--- src/rtl/key_pkg.sv ---
// rtl/key_pkg.sv - shared types and constants for the key event scanner
// Optional feature macro: KEY_EVENTS_TIMESTAMP_EN (adds a 16-bit timestamp to each event).
package key_pkg;

    localparam int KEY_CODE_W = 6;

    typedef enum logic {
        SCAN  = 1'b0,
        STALL = 1'b1
    } scan_state_t;

    typedef struct packed {
        logic [KEY_CODE_W-1:0] code;
        logic                  press;
`ifdef KEY_EVENTS_TIMESTAMP_EN
        logic [15:0]           tstamp;
`endif
    } key_evt_t;

endpackage

--- src/rtl/key_evt_fifo.sv ---
// rtl/key_evt_fifo.sv - first-word-fall-through event queue with registered outputs
// Ports: clk_i, rst_i (sync, active-high); push_i/wdata_i write side (push ignored when full);
//        full_o; valid_o/ready_i/rdata_o head side; count_o = entries held.
module key_evt_fifo #(
    parameter int DEPTH = 16,
    parameter int WIDTH = 7
) (
    input  logic                     clk_i,
    input  logic                     rst_i,
    input  logic                     push_i,
    input  logic [WIDTH-1:0]         wdata_i,
    output logic                     full_o,
    output logic                     valid_o,
    input  logic                     ready_i,
    output logic [WIDTH-1:0]         rdata_o,
    output logic [$clog2(DEPTH):0]   count_o
);

    localparam int AW = $clog2(DEPTH);
    localparam int CW = AW + 1;
    localparam logic [CW-1:0] FULL_CNT = CW'(DEPTH);

    logic [WIDTH-1:0] mem [DEPTH];
    logic [AW-1:0]    wr_ptr;
    logic [AW-1:0]    rd_ptr;
    logic [AW-1:0]    rd_next;
    logic [CW-1:0]    count;
    logic [CW-1:0]    remain;
    logic [CW-1:0]    count_next;
    logic             do_push;
    logic             do_pop;

    // Full is judged on the count at the start of the cycle, so a pop in
    // the same cycle never frees a slot for a push.
    assign full_o  = (count == FULL_CNT);
    assign count_o = count;

    always_comb begin
        do_push    = push_i && !full_o;
        do_pop     = valid_o && ready_i;
        rd_next    = do_pop ? rd_ptr + 1'b1 : rd_ptr;
        remain     = count - CW'(do_pop);
        count_next = remain + CW'(do_push);
    end

    always_ff @(posedge clk_i) begin
        if (do_push) begin
            mem[wr_ptr] <= wdata_i;
        end
    end

    always_ff @(posedge clk_i) begin
        if (rst_i) begin
            wr_ptr  <= '0;
            rd_ptr  <= '0;
            count   <= '0;
            valid_o <= 1'b0;
            rdata_o <= '0;
        end else begin
            if (do_push) begin
                wr_ptr <= wr_ptr + 1'b1;
            end
            rd_ptr  <= rd_next;
            count   <= count_next;
            valid_o <= (count_next != '0);
            // When no older entry survives this cycle the new head is the
            // word being written now, which is not yet readable from mem.
            if (remain == '0) begin
                rdata_o <= wdata_i;
            end else begin
                rdata_o <= mem[rd_next];
            end
        end
    end

endmodule

--- src/rtl/key_events.sv ---
// rtl/key_events.sv - scans a debounced key vector and queues press/release events
// Optional feature macro: KEY_EVENTS_TIMESTAMP_EN (adds evt_time_o and a 16-bit cycle counter).
// Ports: clk_i, rst_i (sync, active-high); keys_i key levels (1 = pressed);
//        evt_valid_o/evt_ready_i handshake; evt_code_o, evt_press_o[, evt_time_o] head event;
//        evt_count_o queued event count.
module key_events
    import key_pkg::*;
#(
    parameter int KEYS       = 61,
    parameter int FIFO_DEPTH = 16,
    parameter int CODE_W     = KEY_CODE_W
) (
    input  logic                          clk_i,
    input  logic                          rst_i,
    input  logic [KEYS-1:0]               keys_i,
    output logic                          evt_valid_o,
    input  logic                          evt_ready_i,
    output logic [CODE_W-1:0]             evt_code_o,
    output logic                          evt_press_o,
`ifdef KEY_EVENTS_TIMESTAMP_EN
    output logic [15:0]                   evt_time_o,
`endif
    output logic [$clog2(FIFO_DEPTH):0]   evt_count_o
);

`ifdef KEY_EVENTS_TIMESTAMP_EN
    localparam int PW = CODE_W + 1 + 16;
`else
    localparam int PW = CODE_W + 1;
`endif
    localparam logic [CODE_W-1:0] LAST_IDX = CODE_W'(KEYS - 1);

    logic [KEYS-1:0]   prev;
    logic [CODE_W-1:0] idx;
    logic [CODE_W-1:0] next_idx;
    scan_state_t       state;
    logic              key_now;
    logic              changed;
    logic              fifo_full;
    logic              push;
    logic [PW-1:0]     push_data;
    logic [PW-1:0]     head_data;

`ifdef KEY_EVENTS_TIMESTAMP_EN
    logic [15:0] tstamp;

    always_ff @(posedge clk_i) begin
        if (rst_i) begin
            tstamp <= '0;
        end else begin
            tstamp <= tstamp + 16'd1;
        end
    end

    assign push_data  = {idx, key_now, tstamp};
    assign evt_time_o = head_data[15:0];
`else
    assign push_data  = {idx, key_now};
`endif

    assign evt_code_o  = head_data[PW-1 -: CODE_W];
    assign evt_press_o = head_data[PW-1-CODE_W];

    always_comb begin
        key_now  = keys_i[idx];
        changed  = (key_now != prev[idx]);
        push     = (state == SCAN) && changed && !fifo_full;
        next_idx = (idx == LAST_IDX) ? '0 : idx + 1'b1;
    end

    // A stalled key keeps idx parked on it and prev untouched, so the
    // change is re-examined (and sampled afresh) once space frees up.
    always_ff @(posedge clk_i) begin
        if (rst_i) begin
            prev  <= '0;
            idx   <= '0;
            state <= SCAN;
        end else begin
            case (state)
                SCAN: begin
                    if (!changed) begin
                        idx <= next_idx;
                    end else if (fifo_full) begin
                        state <= STALL;
                    end else begin
                        prev[idx] <= key_now;
                        idx       <= next_idx;
                    end
                end
                STALL: begin
                    if (!fifo_full) begin
                        state <= SCAN;
                    end
                end
                default: state <= SCAN;
            endcase
        end
    end

    key_evt_fifo #(
        .DEPTH (FIFO_DEPTH),
        .WIDTH (PW)
    ) u_fifo (
        .clk_i   (clk_i),
        .rst_i   (rst_i),
        .push_i  (push),
        .wdata_i (push_data),
        .full_o  (fifo_full),
        .valid_o (evt_valid_o),
        .ready_i (evt_ready_i),
        .rdata_o (head_data),
        .count_o (evt_count_o)
    );

endmodule

--- config.mk ---
export PLATFORM = sky130hd
export DESIGN_NAME = key_events
export DESIGN_NICKNAME = d
export VERILOG_FILES = /design/src/rtl/key_pkg.sv /design/src/rtl/key_evt_fifo.sv /design/src/rtl/key_events.sv
export SDC_FILE = /design/constraint.sdc
export NUM_CORES = 1
export LEC_CHECK = 0
export CAP_MARGIN = 20
export CORE_MARGIN = 3
export CORE_UTILIZATION = 59
export CTS_CLUSTER_SIZE = 24
export DETAILED_ROUTE_END_ITERATION = 7
export PLACE_DENSITY = 0.8
export SYNTH_ARGS = -nofsm -noshare
export SYNTH_HDL_FRONTEND = slang
export SYNTH_SLANG_ARGS = --single-unit
--- constraint.sdc ---
create_clock -name clk_i -period 4.82 [get_ports clk_i]
set_input_delay 1.205 -clock clk_i [delete_from_list [all_inputs] [get_ports clk_i]]
set_output_delay 1.205 -clock clk_i [all_outputs]
set_load 0.005 [all_outputs]
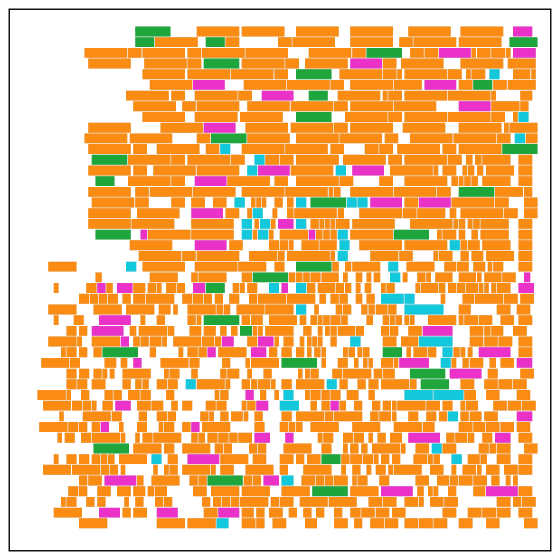
(sizing map)
Key: x1 and smaller = orange [cells 849]; x6 and larger = green [cells 32]; x2 = magenta [cells 57]; x3 and x4 = cyan [cells 46]
Signal buffers: 115
crit path setup slack, layout: 810.0 ps
Final Cell Area: 0.01189 mm2

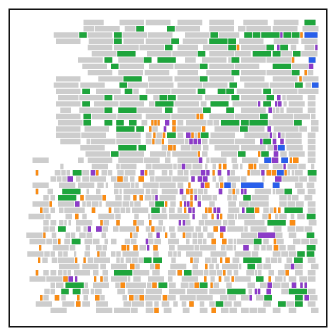
(logic cells by family)
Key: nor cells = orange [cells 128, most used nor2_1]; xor and xnor cells = blue [cells 10, where middle right]; mux cells = green [cells 119, most used mux2i_1, where spread over the die]; nand cells = purple [cells 79, most used nand2_1]
Cell Count, Final, Fillers Out: 1204
fraction of area in multi-input gates: 38.88%
Top cell excl fill/tap: edfxtp_1

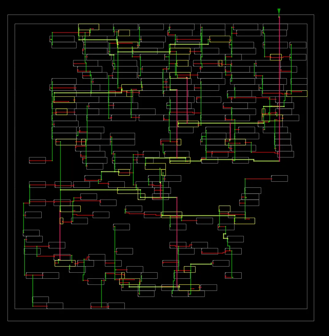
(clock routing)
number of buffers created by CTS: 21
clock skew: 8.346 ps
seq_cells: 201

==> impl_metrics.csv <==
group,metric,value,unit
final_timing,hold_viol,0,
critical_path,reg2reg_depth,15,
die,die_area,0.01887,mm2
final_timing,report.final.slew_viol_count,0,
yosys,ys.flops,201,
global_route,grt_pass1_vias,7577,
critical_path,crit_path_end_kind,"flop",
power_and_ir_drop,pwr-share-seq,37.0,%
critical_path,crit_chain,"buf_4 > and2_1 > a22o_1 > a211oi_4 > o211ai_1 > or4b_4 > xnor2_4 > nor2_1 > ha_1 > ha_1 > nand2b_1 > nand4b_1 > nand2_1 > xnor2_1 > a41oi_1",
critical_path,critPathKind,"flop to flop",
yosys,aoi_share,16.18,%
layout,fin_nets,1044,
min_path,worst_hold_path.endpoint,"prev[11]$_SDFFE_PP0P_",
min_path,holdPathStages,2,
route,firstDrtPassIters,6,
cts,worstSkewPairLatency,490,ps
route,drt_iter0_markers,963,
critical_path,crit_path_end,"u_fifo.valid_o$_SDFF_PP0_",
layout,mostFrequentLayoutCells,"112 x edfxtp_1, 86 x dfxtp_1, 84 x mux2i_1, 75 x nor2_1, 75 x clkdlybuf4s50_1",
global_route,grt_overflow,0,
layout,diodes,0,
yosys,fp_nets,977,
power_and_ir_drop,intPower,3.857,mW
critical_path,cp-startpoint,"idx[1]$_SDFFE_PP0P_",
power_and_ir_drop,swShare,35.35,%
cts,cts.clk_slew.worst_paths,60,ps
route,final_antenna_net_count,0,
cts,clock_tree.root_cell,"clkbuf_16",
min_path,hp-class,"flop to flop",
yosys,async_flop_share,0,%
critical_path,crit_path_start_kind,"flop",
place,dp_cells,1166,
critical_path,path_depth,15,
die,floorplan.core_util,60.76,%
status,status,"finished, final reports clean",
die,rows,47,
power_and_ir_drop,p_sw,2.109,mW
yosys,synth_cell_types,66,
cts,clock_path_buffers,3,
yosys,ys_sh_mux,14.66,%
final_timing,min_period,4010,ps
power_and_ir_drop,leakage,4.222,nW
yosys,synth_cells,902,
final_timing,worst_pin_slew,1030,ps
critical_path,cp_max_fo,35,
place,place_congestion,0.8962,
die,core,0.01676,mm2
cts,cts_hold_buf,0,
critical_path,r2r_start,"idx[1]$_SDFFE_PP0P_",
critical_path,worstReg2RegEnd,"u_fifo.valid_o$_SDFF_PP0_",
final_timing,fmax,249.4,MHz
critical_path,critPathArrivalTime,4370,ps
yosys,synth_warnings,0,
power_and_ir_drop,pwr-share-comb,36.9,%
yosys,synth_area,0.01018,mm2
flow_run,maxCapViolations,0,
yosys,postSynthSeqShare,50.52,%
cts,cts_tree,"done",
yosys,synth-simple-area-share,12.04,%
global_route,grt_antenna_before_repair,1,
yosys,ys_sh_xor,1.044,%
yosys,yosys_cells,902,
critical_path,critPathTopFamily,"simple AND/OR/NAND/NOR gates",
cts,post_cts_resize_count,0,
die,die_h,137.4,um
power_and_ir_drop,finalPower,5.967,mW
die,die_w,137.4,um
cts,numClockSinks,201,
final_timing,timing.slew.headroom,31.05,%
layout,syn2layout_area_growth,16.72,%
place,dp_hpwl,16880,um
critical_path,max_stage_delay,570,ps
yosys,synth-area-yosys,0.01018,mm2
yosys,ys_sh_adder,1.352,%
place,placed_cell_area,0.01120,mm2
power_and_ir_drop,pwr_density_cell,502.0,mW/mm2
route,vias,7891,
critical_path,worst_path_most_repeated_cell,"ha_1",
route,wl_per_cell,21.79,um
final_timing,whs,487.3,ps
die,pin_count,77,
critical_path,slowest_stage,"or4b_4",
layout,drive_gt1_share,13.72,%
route,drc_errors,0,
yosys,edf_count,112,
final_timing,setup_viol,0,
critical_path,ff2ff_setup_slack,810,ps
final_timing,rsz0062_at_grt,"false",
flow_run,warnings,32,
global_route,grt_use_total,27.63,%
route,vias_per_cell,6.554,
place,place.port_buffers,76,
yosys,logic_family,"AND-OR/OR-AND gates",
global_route,grt_max_degree,122,
layout,fillers,1193,
power_and_ir_drop,peakVddDrop,0.0007578,V
power_and_ir_drop,p_clk_share,26.1,%
cts,cts_setup_buffers,0,
critical_path,crit_buf_inv,1,
min_path,min_from,"prev[11]$_SDFFE_PP0P_",
final_timing,fin_tns_setup,0,ps
cts,htreeDepth,1,
critical_path,required,5180,ps
final_timing,period_used_share,83.19,%
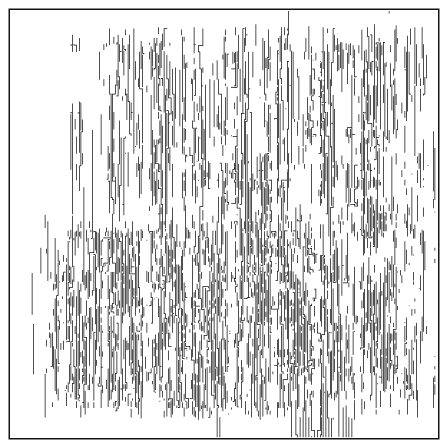
(metal 2)
The layer carries 11700 um of wire. The wires run mostly vertical. The layer holds 45% of the routed length. 879 nets have wire on it.
met2 usage: 41.89%
final wirelength: 26240 um

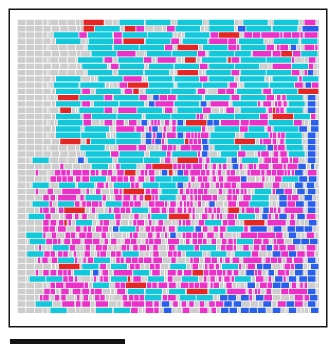
(placement by cell class)
Scale bar: 50 um. Fill, decap, tap and diode cells in gray.
Key: registers = cyan [cells 201]; remaining buffers and delay cells = blue [cells 115]; remaining logic cells = magenta [cells 630]; clock drivers and dummy loads = red [cells 38]

## area by class of cell
class	instances	area (um2)	area share [%]
tap	220	275.3	2.316
timing repair buffer	115	1074	9.032
multi-input combinational	608	4622	38.88
sequential	201	5151	43.34
clock buffer	32	646.9	5.442
inverter	22	82.58	0.6947
clock inverter	6	35.03	0.2947
## power by group through the flow
stage / sequential [mW] / combinational (mW) / clock [mW]
4_1_cts: 2.20 / 2.18 / 1.57
6_report: 2.21 / 2.20 / 1.55
3_5_place_dp: 2.24 / 2.16 / 0
2_1_floorplan: 2.14 / 1.58 / 0
5_1_grt: 2.23 / 2.37 / 1.64
3_3_place_gp: 2.23 / 2.12 / 0
## layer usage
layer | vias up | part of all wire [%] | routed length, um | global-route usage, %
li1 | 3606 | - | - | -
met1 | 3774 | 41 | 10740 | 39.16
met2 | 440 | 45 | 11740 | 41.89
met3 | 69 | 12 | 3034 | 6.465
met4 | 2 | 2.7 | 718 | 9.701
met5 | - | 0.050 | 13 | 0
## registers in the layout, summed over array words and instances, names as in the netlist
register,flops
idx,6
prev,61
state,1
u_fifo.count_o,5
u_fifo.mem,112
u_fifo.rd_ptr,4
u_fifo.rdata_o,7
u_fifo.valid_o,1
u_fifo.wr_ptr,4
## stage by stage
stage	utilization (%)	worst slack, ps
final	70.92	810.0
after global routing	70.92	622.2
after CTS	70.92	842.9
after detailed placement	66.85	460.1
after global placement	66.85	530.2
after floorplan	-	950.4
## Yosys cell counts (23+ instances only)
library cell    n  area share [%]
a21oi_1        26             1.3
a31oi_1        65             4.0
clkbuf_1       36             1.3
dfxtp_1        89              17
edfxtp_1      112              33
mux2i_1        85             8.4
mux4_2         23             5.1
nand2_1        32             1.2
nand3_1        26             1.3
nor2_1         75             2.8
nor2b_1        23             1.4
o21a_1         26             1.9
o31ai_1        27             2.0
Power figures rest on the tool's default switching activity, not on a simulated workload.
